[src/rtl/wb_cmd_master_pkg.sv]
// Shared types for the Wishbone command master: response status codes, FSM states
// and a counter-width helper.
package wb_cmd_master_pkg;

  typedef enum logic [1:0] {
    RspOk      = 2'd0,
    RspErr     = 2'd1,
    RspTimeout = 2'd2,
    RspRetry   = 2'd3
  } t_wb_rsp_status;

  typedef enum logic [2:0] {
    StIdle,
    StReq,
    StWait,
    StGap,
    StResp
  } t_wb_cmd_state;

  // Bits needed to hold 0..max_val; never less than one bit.
  function automatic int unsigned cnt_width(input int unsigned max_val);
    return (max_val > 0) ? $clog2(max_val + 1) : 1;
  endfunction

endpackage

[src/rtl/wb_watchdog_counter.sv]
// Per-attempt watchdog: counts active bus cycles and flags the last allowed one.
// TIMEOUT = 0 disables expiry.
module wb_watchdog_counter
  import wb_cmd_master_pkg::*;
#(
  parameter int unsigned TIMEOUT = 255
) (
  input  logic clk,
  input  logic rst,
  input  logic clear,
  input  logic enable,
  output logic expired
);

  localparam int unsigned W       = cnt_width(TIMEOUT);
  localparam int unsigned LastVal = (TIMEOUT > 0) ? TIMEOUT - 1 : 0;
  localparam logic [W-1:0] Last   = LastVal[W-1:0];

  logic [W-1:0] cnt_q;

  always_ff @(posedge clk) begin
    if (rst || clear) begin
      cnt_q <= '0;
    end else if (enable) begin
      cnt_q <= cnt_q + W'(1);
    end
  end

  // Expires during the TIMEOUT-th active cycle so the bus drops right after it.
  assign expired = (TIMEOUT != 0) && enable && (cnt_q == Last);

endmodule

[src/rtl/wb_cmd_master.sv]
// Wishbone B4 initiator: one command in, one classic or pipelined single cycle on the
// bus, one response out. Handles rty by bounded retry and stuck slaves by a watchdog.
module wb_cmd_master
  import wb_cmd_master_pkg::*;
#(
  parameter int unsigned ADDR_WIDTH = 32,
  parameter int unsigned DATA_WIDTH = 32,
  parameter bit          PIPELINED  = 1'b1,
  parameter int unsigned TIMEOUT    = 255,
  parameter int unsigned MAX_RETRY  = 3
) (
  input  logic                    clk,
  input  logic                    rst,
  input  logic                    cmd_valid,
  output logic                    cmd_ready,
  input  logic                    cmd_we,
  input  logic [ADDR_WIDTH-1:0]   cmd_adr,
  input  logic [DATA_WIDTH/8-1:0] cmd_sel,
  input  logic [DATA_WIDTH-1:0]   cmd_dat,
  output logic                    rsp_valid,
  output logic [DATA_WIDTH-1:0]   rsp_dat,
  output logic [1:0]              rsp_status,
  output logic                    wb_cyc,
  output logic                    wb_stb,
  output logic                    wb_we,
  output logic [ADDR_WIDTH-1:0]   wb_adr,
  output logic [DATA_WIDTH/8-1:0] wb_sel,
  output logic [DATA_WIDTH-1:0]   wb_dato,
  input  logic                    wb_ack,
  input  logic                    wb_err,
  input  logic                    wb_rty,
  input  logic                    wb_stall,
  input  logic [DATA_WIDTH-1:0]   wb_dati
);

  localparam int unsigned SelWidth   = DATA_WIDTH / 8;
  localparam int unsigned RetryWidth = cnt_width(MAX_RETRY);
  localparam logic [RetryWidth-1:0] RetryMax = MAX_RETRY[RetryWidth-1:0];

  t_wb_cmd_state           state_q, state_d;
  logic [RetryWidth-1:0]   retry_q, retry_d;
  logic                    cyc_q, cyc_d;
  logic                    stb_q, stb_d;
  logic                    we_q, we_d;
  logic [ADDR_WIDTH-1:0]   adr_q, adr_d;
  logic [SelWidth-1:0]     sel_q, sel_d;
  logic [DATA_WIDTH-1:0]   dato_q, dato_d;
  logic                    cmd_ready_q, cmd_ready_d;
  logic                    rsp_valid_q, rsp_valid_d;
  logic [DATA_WIDTH-1:0]   rsp_dat_q, rsp_dat_d;
  t_wb_rsp_status          rsp_status_q, rsp_status_d;

  logic wd_clear, wd_enable, wd_expired;

  wb_watchdog_counter #(
    .TIMEOUT (TIMEOUT)
  ) u_watchdog (
    .clk     (clk),
    .rst     (rst),
    .clear   (wd_clear),
    .enable  (wd_enable),
    .expired (wd_expired)
  );

  assign wd_enable = (state_q == StReq) || (state_q == StWait);
  assign wd_clear  = (state_d == StReq) && (state_q != StReq);

  always_comb begin
    state_d      = state_q;
    retry_d      = retry_q;
    we_d         = we_q;
    adr_d        = adr_q;
    sel_d        = sel_q;
    dato_d       = dato_q;
    rsp_valid_d  = 1'b0;
    rsp_dat_d    = rsp_dat_q;
    rsp_status_d = rsp_status_q;

    unique case (state_q)
      StIdle: begin
        if (cmd_valid && cmd_ready_q) begin
          state_d = StReq;
          retry_d = '0;
          we_d    = cmd_we;
          adr_d   = cmd_adr;
          sel_d   = cmd_sel;
          dato_d  = cmd_dat;
        end
      end
      StReq, StWait: begin
        // Termination priority: err > rty > ack; the watchdog loses to any termination.
        if (wb_err) begin
          state_d      = StResp;
          rsp_valid_d  = 1'b1;
          rsp_status_d = RspErr;
          rsp_dat_d    = '0;
        end else if (wb_rty) begin
          if (retry_q < RetryMax) begin
            retry_d = retry_q + RetryWidth'(1);
            state_d = StGap;
          end else begin
            state_d      = StResp;
            rsp_valid_d  = 1'b1;
            rsp_status_d = RspRetry;
            rsp_dat_d    = '0;
          end
        end else if (wb_ack) begin
          state_d      = StResp;
          rsp_valid_d  = 1'b1;
          rsp_status_d = RspOk;
          rsp_dat_d    = we_q ? '0 : wb_dati;
        end else if (wd_expired) begin
          state_d      = StResp;
          rsp_valid_d  = 1'b1;
          rsp_status_d = RspTimeout;
          rsp_dat_d    = '0;
        end else if ((state_q == StReq) && PIPELINED && !wb_stall) begin
          state_d = StWait;
        end
      end
      StGap: state_d = StReq;
      StResp: begin
        state_d = StIdle;
        retry_d = '0;
      end
      default: state_d = StIdle;
    endcase
  end

  // Bus and handshake outputs are registered copies of the next state.
  assign cyc_d       = (state_d == StReq) || (state_d == StWait);
  assign stb_d       = (state_d == StReq);
  assign cmd_ready_d = (state_d == StIdle);

  always_ff @(posedge clk) begin
    if (rst) begin
      state_q      <= StIdle;
      retry_q      <= '0;
      cyc_q        <= 1'b0;
      stb_q        <= 1'b0;
      we_q         <= 1'b0;
      adr_q        <= '0;
      sel_q        <= '0;
      dato_q       <= '0;
      cmd_ready_q  <= 1'b0;
      rsp_valid_q  <= 1'b0;
      rsp_dat_q    <= '0;
      rsp_status_q <= RspOk;
    end else begin
      state_q      <= state_d;
      retry_q      <= retry_d;
      cyc_q        <= cyc_d;
      stb_q        <= stb_d;
      we_q         <= we_d;
      adr_q        <= adr_d;
      sel_q        <= sel_d;
      dato_q       <= dato_d;
      cmd_ready_q  <= cmd_ready_d;
      rsp_valid_q  <= rsp_valid_d;
      rsp_dat_q    <= rsp_dat_d;
      rsp_status_q <= rsp_status_d;
    end
  end

  assign cmd_ready  = cmd_ready_q;
  assign rsp_valid  = rsp_valid_q;
  assign rsp_dat    = rsp_dat_q;
  assign rsp_status = rsp_status_q;
  assign wb_cyc     = cyc_q;
  assign wb_stb     = stb_q;
  assign wb_we      = we_q;
  assign wb_adr     = adr_q;
  assign wb_sel     = sel_q;
  assign wb_dato    = dato_q;

endmodule
[config.mk]
export PLATFORM = sky130hd
export DESIGN_NAME = wb_cmd_master
export DESIGN_NICKNAME = d
export VERILOG_FILES = /design/src/rtl/wb_cmd_master_pkg.sv /design/src/rtl/wb_watchdog_counter.sv /design/src/rtl/wb_cmd_master.sv
export SDC_FILE = /design/constraint.sdc
export NUM_CORES = 1
export LEC_CHECK = 0
export CORE_UTILIZATION = 30
export CTS_BUF_LIST = sky130_fd_sc_hd__clkbuf_4 sky130_fd_sc_hd__clkbuf_8 sky130_fd_sc_hd__clkbuf_16
export CTS_CLUSTER_DIAMETER = 150
export DETAILED_ROUTE_END_ITERATION = 16
export HOLD_SLACK_MARGIN = 0.02
export SETUP_SLACK_MARGIN = 0.15
export SLEW_MARGIN = 20
export SYNTH_ARGS = -nofsm -noshare
export SYNTH_HDL_FRONTEND = slang
export SYNTH_SLANG_ARGS = --single-unit
[constraint.sdc]
create_clock -name clk -period 1.9 [get_ports clk]
set_clock_uncertainty 0.15 [all_clocks]
set_input_delay 0.285 -clock clk [delete_from_list [all_inputs] [get_ports clk]]
set_output_delay 0.285 -clock clk [all_outputs]
set_load 0.05 [all_outputs]
Fig. 1: run 1, clock wires, drivers and flops
Bar = 20 um.
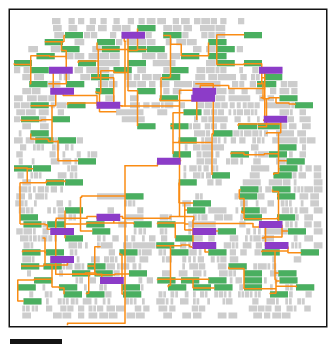
clock wires: drawn in orange, length 1640 um. clock drivers: drawn in purple, count 17. flip-flops: drawn in green, count 120.
Position of the flops: widely spread.

Fig. 2: run 1, PDN straps and rails
Pins as bars on the die edge. Tap cells in grey.
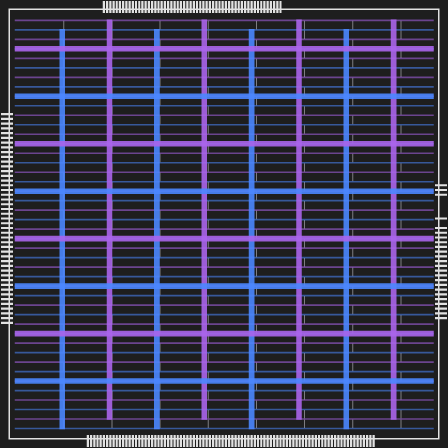
VDD: drawn in purple. VSS: drawn in blue.
180 tap cells. 8 straps on met5. 44 met1 rails follow the rows. 215 signal pins sit on the boundary.

Fig. 3: run 1, gate-type map
Bar = 20 um.
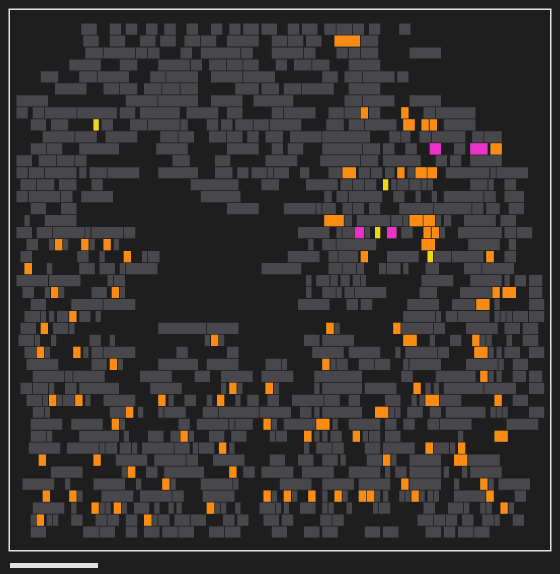
inverters: drawn in yellow, cells 4. inverting AOI/OAI gates: drawn in orange, cells 88. AND and OR gates: drawn in magenta, cells 4.

-- run 1: state kept, by name, indices dropped and copies added (netlist names), 2 cells and up --
register          flops
retry_q               2
u_watchdog.cnt_q      8
rsp_status            2
wb_adr               32
state_q               3
wb_dato              32
wb_sel                4
rsp_dat              32
-- run 1: logic make-up after synthesis --
family / Yosys count / share of synthesized area
AND/OR/NAND/NOR: 184 / 0.178
buffers and inverters: 41 / 0.0444
AND-OR/OR-AND: 123 / 0.193
XOR/XNOR: 7 / 0.0183
flip-flops: 120 / 0.550
multiplexers: 3 / 0.00716
adder cells (fa/ha/maj): 3 / 0.00860
==> flow_metrics.tcl, run 1 <==
# implementation run metrics
set metrics [dict create \
    topCellsByArea "sky130_fd_sc_hd__dfxtp_1 55%, sky130_fd_sc_hd__nand2_1 12%, sky130_fd_sc_hd__a21oi_1 8.8%" \
    hpwlAfterDp_mm 9.52 \
    post_drt_via_cell_ratio 4.80 \
    routedWlPerCell_um 16.0 \
    post-synth-top-area-cell "sky130_fd_sc_hd__dfxtp_1" \
    postCtsSetupBuffers 0 \
    synth-async-reset-ratio 0 \
    gp_congestion 0.793 \
    tritoncts "yes" \
    run_status "finished, final reports clean" \
    synth_top_area_share 0.550 \
    hold_viol_final 0 \
    slew_worst_pin_ns 0.489 \
    synthesis.area_per_instance_sq_um 9.08 \
    detailedRoute.firstIterationViolations 220 \
    holdCritStartpoint "rst" \
    comb_area_sq_um 1890 \
    syn_to_final_growth_pct 75.8 \
    first_global_vias 4204 \
    final_min_period_over_clock_period 0.932 \
    setup_ws_ns 0.130 \
    ant_nets 0 \
    yosys_warnings 0 \
    layoutNonFillerInstCount 921 \
    final_net_count 839 \
    layout.cells.most_common "sky130_fd_sc_hd__nand2_1" \
    placedInstanceArea_sq_um 6650 \
    diodes 0 \
    grt_overflow 0 \
    dominant_power_group "clock" \
    hp-class "input port to flip-flop" \
    tool_warnings 30 \
    most_frequently_used_cell_type_in_the_post_synthesis_netlist "sky130_fd_sc_hd__nand2_1" \
    count_of_library_flops_with_an_enable_pin 0 \
    final-max-slew-violation-count 0 \
    ff_count 120 \
    met2_wl_mm 7.47 \
    setup_repair_after_global_routing_missed_its_margin "true" \
    critPathBufInv 2 \
    number_of_max_cap_violations 0 \
    maximum_cell_stage_delay_along_the_critical_path_ns 0.36 \
    timing.final.setup_violations 0 \
    post_cts_sizing_count 13 \
    grt_util_all_layers 0.180 \
    synth.lib_cells_used.distinct 42 \
    min_delay_path_depth 4 \
    mostFrequentLayoutCells "142 x sky130_fd_sc_hd__nand2_1, 127 x sky130_fd_sc_hd__buf_4, 116 x sky130_fd_sc_hd__dfxtp_1" \
    cp-end-kind "flip-flop" \
    comb_cell_power_w 0.00117 \
    yosys-stat-area_sq_um 4370 \
    clk_transition_reported_paths_ns 0.05 \
    floorplan.core_area_sq_um 14000 \
    worst_ep_arrival_ns 1.98 \
    seq_area_frac 0.314 \
    r2r.worst_path.cells 6 \
    first_element_of_the_critical_path "state_q[0]" \
    dr_total_vias 4424 \
    rr_startpoint "state_q[0]" \
    met1Wirelength_mm 6.18 \
    die_w_um 123 \
    crit_path_max_fanout 8 \
    ff_latch_area_sq_um 2410 \
    antenna_found_initial 0 \
    fin_hold_ws_ns 0.193 \
    drc 0 \
    global_route_wire_length_before_repair_mm 20.6 \
]
--- run 2 (diff from run 1) ---
--- a/config.mk
+++ b/config.mk
@@ -10,8 +10,11 @@
 export CTS_CLUSTER_DIAMETER = 150
 export DETAILED_ROUTE_END_ITERATION = 16
 export HOLD_SLACK_MARGIN = 0.02
+export MAX_ROUTING_LAYER = met4
+export PLACE_DENSITY = 0.65
 export SETUP_SLACK_MARGIN = 0.15
 export SLEW_MARGIN = 20
 export SYNTH_ARGS = -nofsm -noshare
 export SYNTH_HDL_FRONTEND = slang
+export SYNTH_HIERARCHICAL = 1
 export SYNTH_SLANG_ARGS = --single-unit
==> run 2 against run 1 <==
Effect of this change: the run now ends with setup timing left; first-iteration DRC count decreased by 9.5%; combinational power increased by 48%; synthesized cell count fell by 2.1%; critical path depth is 5 higher; sequential power increased by 2%; total power increased by 0.73%; non-clock buffer count decreased by 3; largest power group unchanged.
==> flow_metrics.tcl, run 2 <==
# implementation run metrics
set metrics [dict create \
    floorplan.core_area_sq_um 13900 \
    io_buffers 214 \
    final_min_period_over_clock_period 1.01 \
    die_w_um 121 \
    synthesis.area_per_instance_sq_um 9.09 \
    seq_area_frac 0.302 \
    run_status "complete, but fails checks" \
    placement_rows 43 \
    met2_wl_mm 7.19 \
    p_seq_w 0.00272 \
    detail_route.wirelength_mm 14.3 \
    pre_cts_slack_ns -0.296 \
    critPathBufInv 7 \
    first_element_of_the_critical_path "state_q[0]" \
    tritoncts "yes" \
    ff_count 120 \
    post_drt_via_cell_ratio 4.86 \
    global_route_wire_length_before_repair_mm 21.1 \
    first_global_vias 4211 \
    floorplan.io_pins 215 \
    synth_flop_count 120 \
    rr_startpoint "state_q[0]" \
    ff_latch_area_sq_um 2410 \
    number_of_max_cap_violations 0 \
    cell_total_in_the_yosys_stat_output 471 \
    layoutNonFillerInstCount 909 \
    cts-root-buf "sky130_fd_sc_hd__clkbuf_16" \
    layout.cells.most_common "sky130_fd_sc_hd__dfxtp_1" \
    fin_util 0.575 \
    clkbuf_count 26 \
    r2r.worst_path.cells 11 \
    timing.final.setup_violations 18 \
    clk_transition_reported_paths_ns 0.05 \
    post-route-cell-area_sq_um 7990 \
    synth_top_area_share 0.561 \
    final-max-slew-violation-count 0 \
    drc 0 \
    gp_congestion 0.873 \
    biggestCellCategory "non-clock buffers" \
    die.size.y_um 121 \
    final_net_count 829 \
    detailedRoute.firstIterationViolations 199 \
    hpwlAfterDp_mm 8.57 \
    failed_checks "setup timing" \
    dominant_power_group "clock" \
    hold_viol_final 0 \
    crit_family "buffers and inverters" \
    cp-end-kind "flip-flop" \
    yosys_warnings 6 \
    maximum_cell_stage_delay_along_the_critical_path_ns 0.36 \
    worst-endpoint-required_ns 2.09 \
    most_frequently_used_cell_type_in_the_post_synthesis_netlist "sky130_fd_sc_hd__nand2_1" \
    clock_sinks 120 \
    comb_area_sq_um 2170 \
    grt_overflow 0 \
    setup_repair_after_global_routing_missed_its_margin "true" \
    synth-async-reset-ratio 0 \
    power.ir.vdd_worst_v 0.000589 \
    comb_cells 315 \
    fin_hold_ws_ns 0.108 \
    ant_nets 0 \
    hp-class "input port to flip-flop" \
    crit_path_max_fanout 6 \
    routedWlPerCell_um 15.7 \
    syn_to_final_growth_pct 86.6 \
    synth.lib_cells_used.distinct 39 \
    comb_cell_power_w 0.00173 \
    tool_warnings 30 \
    netlist_area_sq_um 4280 \
    final-nonclk-buf-share 0.331 \
    setup_ws_ns -0.0248 \
    seq_pwr_share 0.370 \
    antenna_found_initial 0 \
    worst_ep_arrival_ns 2.11 \
    fin_tns_setup_ns -0.185 \
    met1Wirelength_mm 5.80 \
    gr-usage-met3 0.0710 \
    diodes 0 \
    count_of_library_flops_with_an_enable_pin 0 \
    intPower_w 0.00525 \
    dr_total_vias 4414 \
    postSynthCellCount 471 \
    mostFrequentLayoutCells "117 x sky130_fd_sc_hd__dfxtp_1, 116 x sky130_fd_sc_hd__buf_4, 106 x sky130_fd_sc_hd__clkdlybuf4s50_1" \
    yosys-stat-area_sq_um 4280 \
    holdCritStartpoint "rst" \
    detailroute.wirelength.met3_mm 1.07 \
    topCellsByArea "sky130_fd_sc_hd__dfxtp_1 56%, sky130_fd_sc_hd__nand2_1 13%, sky130_fd_sc_hd__a21oi_1 9.2%" \
    final.signal_buffer_count 262 \
    grt_util_all_layers 0.195 \
    min_delay_path_depth 2 \
    post-synth-top-area-cell "sky130_fd_sc_hd__dfxtp_1" \
    slew_worst_pin_ns 0.662 \
    placedInstanceArea_sq_um 6450 \
]
run 2: final timing paths:
path | slack [ns] | end
max | -0.02 | wb_adr[6]
min | 0.11 | state_q[0]
max reg2reg | -0.02 | wb_adr[6]
min reg2reg | 0.30 | rsp_status[1]
run 2: cells by family (layout without fill, tap and decap cells):
logic type,after synthesis,after routing,synth area share
buffers and inverters,36,294,0.0430
XOR/XNOR,5,5,0.0120
AND/OR/NAND/NOR,183,183,0.193
multiplexers,1,1,0.00263
AND-OR/OR-AND,123,123,0.179
flip-flops,120,120,0.561
adder cells (fa/ha/maj),3,3,0.00877
run 2: repair_timing:
action                     CTS  global route
pin swaps                   24            42
hold endpoints to repair     0             0
resized                     57           109
setup endpoints to repair  115           118
hold buffers                 0             0
cloned                      10             0
buffers inserted            16             1
Fig. 4: run 2, gate-type map
Bar = 20 um.
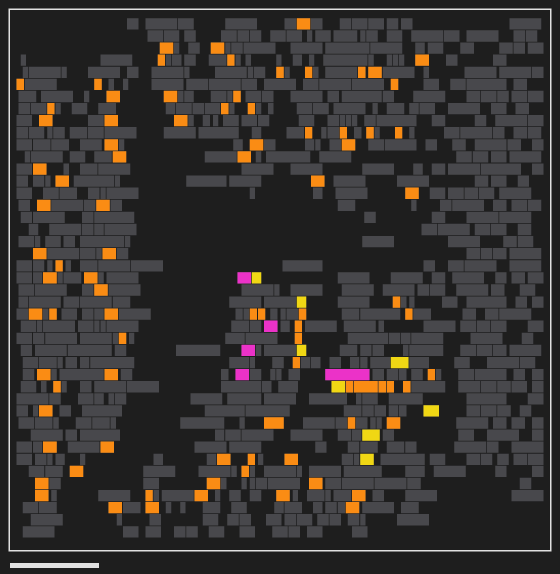
inverting AOI/OAI gates: drawn in orange, cells 86, where widely spread. XOR/XNOR gates: drawn in magenta, cells 5. AND and OR gates: drawn in yellow, cells 8.

--- run 3 (diff from run 2) ---
--- a/config.mk
+++ b/config.mk
@@ -9,7 +9,7 @@
 export CTS_BUF_LIST = sky130_fd_sc_hd__clkbuf_4 sky130_fd_sc_hd__clkbuf_8 sky130_fd_sc_hd__clkbuf_16
 export CTS_CLUSTER_DIAMETER = 150
 export DETAILED_ROUTE_END_ITERATION = 16
-export HOLD_SLACK_MARGIN = 0.02
+export HOLD_SLACK_MARGIN = 0.15
 export MAX_ROUTING_LAYER = met4
 export PLACE_DENSITY = 0.65
 export SETUP_SLACK_MARGIN = 0.15
==> run 3 against run 2 <==
Effect of this change: the flow still finishes with violations (setup timing); largest power group unchanged; largest cell class unchanged; hold slack improved by 0.17 ns; sequential share of layout area about the same; count of clock-buffer cells in the layout unchanged; critical path depth unchanged; setup slack about the same; die area unchanged; register-to-register slack about the same; utilization increased by 0.072 points; fmax about the same; critical endpoint unchanged.
==> flow_metrics.tcl, run 3 <==
# implementation run metrics
set metrics [dict create \
    hpwlAfterDp_mm 8.57 \
    postSynthCellCount 471 \
    failed_checks "setup timing" \
    post-route-cell-area_sq_um 8000 \
    cell_total_in_the_yosys_stat_output 471 \
    intPower_w 0.00525 \
    mostFrequentLayoutCells "117 x sky130_fd_sc_hd__dfxtp_1, 116 x sky130_fd_sc_hd__buf_4, 106 x sky130_fd_sc_hd__clkdlybuf4s50_1" \
    gp_congestion 0.873 \
    detailroute.wirelength.met3_mm 1.08 \
    layoutNonFillerInstCount 910 \
    worst_ep_arrival_ns 2.11 \
    post-synth-top-area-cell "sky130_fd_sc_hd__dfxtp_1" \
    topCellsByArea "sky130_fd_sc_hd__dfxtp_1 56%, sky130_fd_sc_hd__nand2_1 13%, sky130_fd_sc_hd__a21oi_1 9.2%" \
    layout.cells.most_common "sky130_fd_sc_hd__dfxtp_1" \
    synth.lib_cells_used.distinct 39 \
    detailedRoute.firstIterationViolations 183 \
    synth_top_area_share 0.561 \
    grt_overflow 0 \
    first_element_of_the_critical_path "state_q[0]" \
    met1Wirelength_mm 5.81 \
    crit_family "buffers and inverters" \
    p_seq_w 0.00272 \
    detail_route.wirelength_mm 14.3 \
    slew_worst_pin_ns 0.669 \
    final_min_period_over_clock_period 1.01 \
    timing.final.setup_violations 19 \
    met2_wl_mm 7.14 \
    worst-endpoint-required_ns 2.08 \
    fin_hold_ws_ns 0.276 \
    antenna_found_initial 0 \
    diodes 0 \
    r2r_end "wb_adr[6]" \
    comb_cell_power_w 0.00173 \
    pre_cts_slack_ns -0.296 \
    placement_rows 43 \
    crit_end "wb_adr[6]" \
    crit_path_max_fanout 6 \
    clkbuf_count 26 \
    tritoncts "yes" \
    grt_util_all_layers 0.195 \
    seq_pwr_share 0.370 \
    power.ir.vdd_worst_v 0.000588 \
    most_frequently_used_cell_type_in_the_post_synthesis_netlist "sky130_fd_sc_hd__nand2_1" \
    gr-usage-met3 0.0710 \
    final.signal_buffer_count 263 \
    final-nonclk-buf-share 0.332 \
    synthesis.area_per_instance_sq_um 9.09 \
    floorplan.io_pins 215 \
    critPathBufInv 7 \
    global_route_wire_length_before_repair_mm 21.1 \
    dr_total_vias 4427 \
    count_of_library_flops_with_an_enable_pin 0 \
    clock_sinks 120 \
    yosys_warnings 6 \
    seq_area_frac 0.301 \
    ff_latch_area_sq_um 2410 \
    rr_startpoint "state_q[0]" \
    clk_transition_reported_paths_ns 0.05 \
    post_drt_via_cell_ratio 4.86 \
    hp-class "input port to flip-flop" \
    drc 0 \
    tool_warnings 30 \
    run_status "complete, but fails checks" \
    setup_repair_after_global_routing_missed_its_margin "true" \
    setup_ws_ns -0.0250 \
    die.size.y_um 121 \
    biggestCellCategory "non-clock buffers" \
    hold_viol_final 0 \
    io_buffers 214 \
    routedWlPerCell_um 15.7 \
    min_delay_path_depth 3 \
    synth_flop_count 120 \
    final-max-slew-violation-count 0 \
    syn_to_final_growth_pct 86.8 \
    holdCritStartpoint "cmd_adr[0]" \
    yosys-stat-area_sq_um 4280 \
    netlist_area_sq_um 4280 \
]
-- run 3: timing repair --
| action | CTS | global route |
|---|---|---|
| hold buffers | 1 | 0 |
| setup buffers | 16 | 1 |
| pin swaps | 24 | 42 |
| cloned | 10 | 0 |
| endpoints found under the setup margin | 115 | 118 |
| hold endpoints to repair | 3 | 0 |
| gates resized | 57 | 109 |
-- run 3: logic make-up (layout without fill, tap and decap cells) --
logic type / Yosys count / in the layout / synth area share
multiplexers: 1 / 1 / 0.00263
adder cells (fa/ha/maj): 3 / 3 / 0.00877
AND/OR/NAND/NOR: 183 / 183 / 0.193
flip-flops: 120 / 120 / 0.561
AND-OR/OR-AND: 123 / 123 / 0.179
buffers and inverters: 36 / 295 / 0.0430
XOR/XNOR: 5 / 5 / 0.0120
Fig. 5: run 3, cells coloured by class
Bar = 20 um.
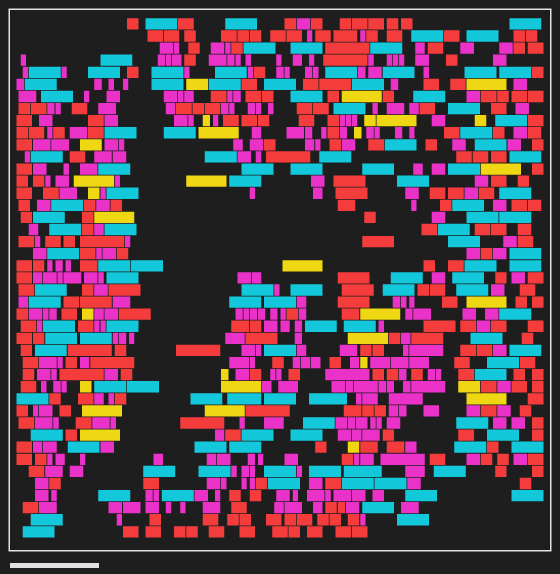
combinational and other logic: drawn in magenta, cells 317. other buffers and delay cells: drawn in red, cells 263. clock drivers and dummy loads: drawn in yellow, cells 30. flops: drawn in cyan, cells 120.

Power is estimated from default activity; no workload was simulated.
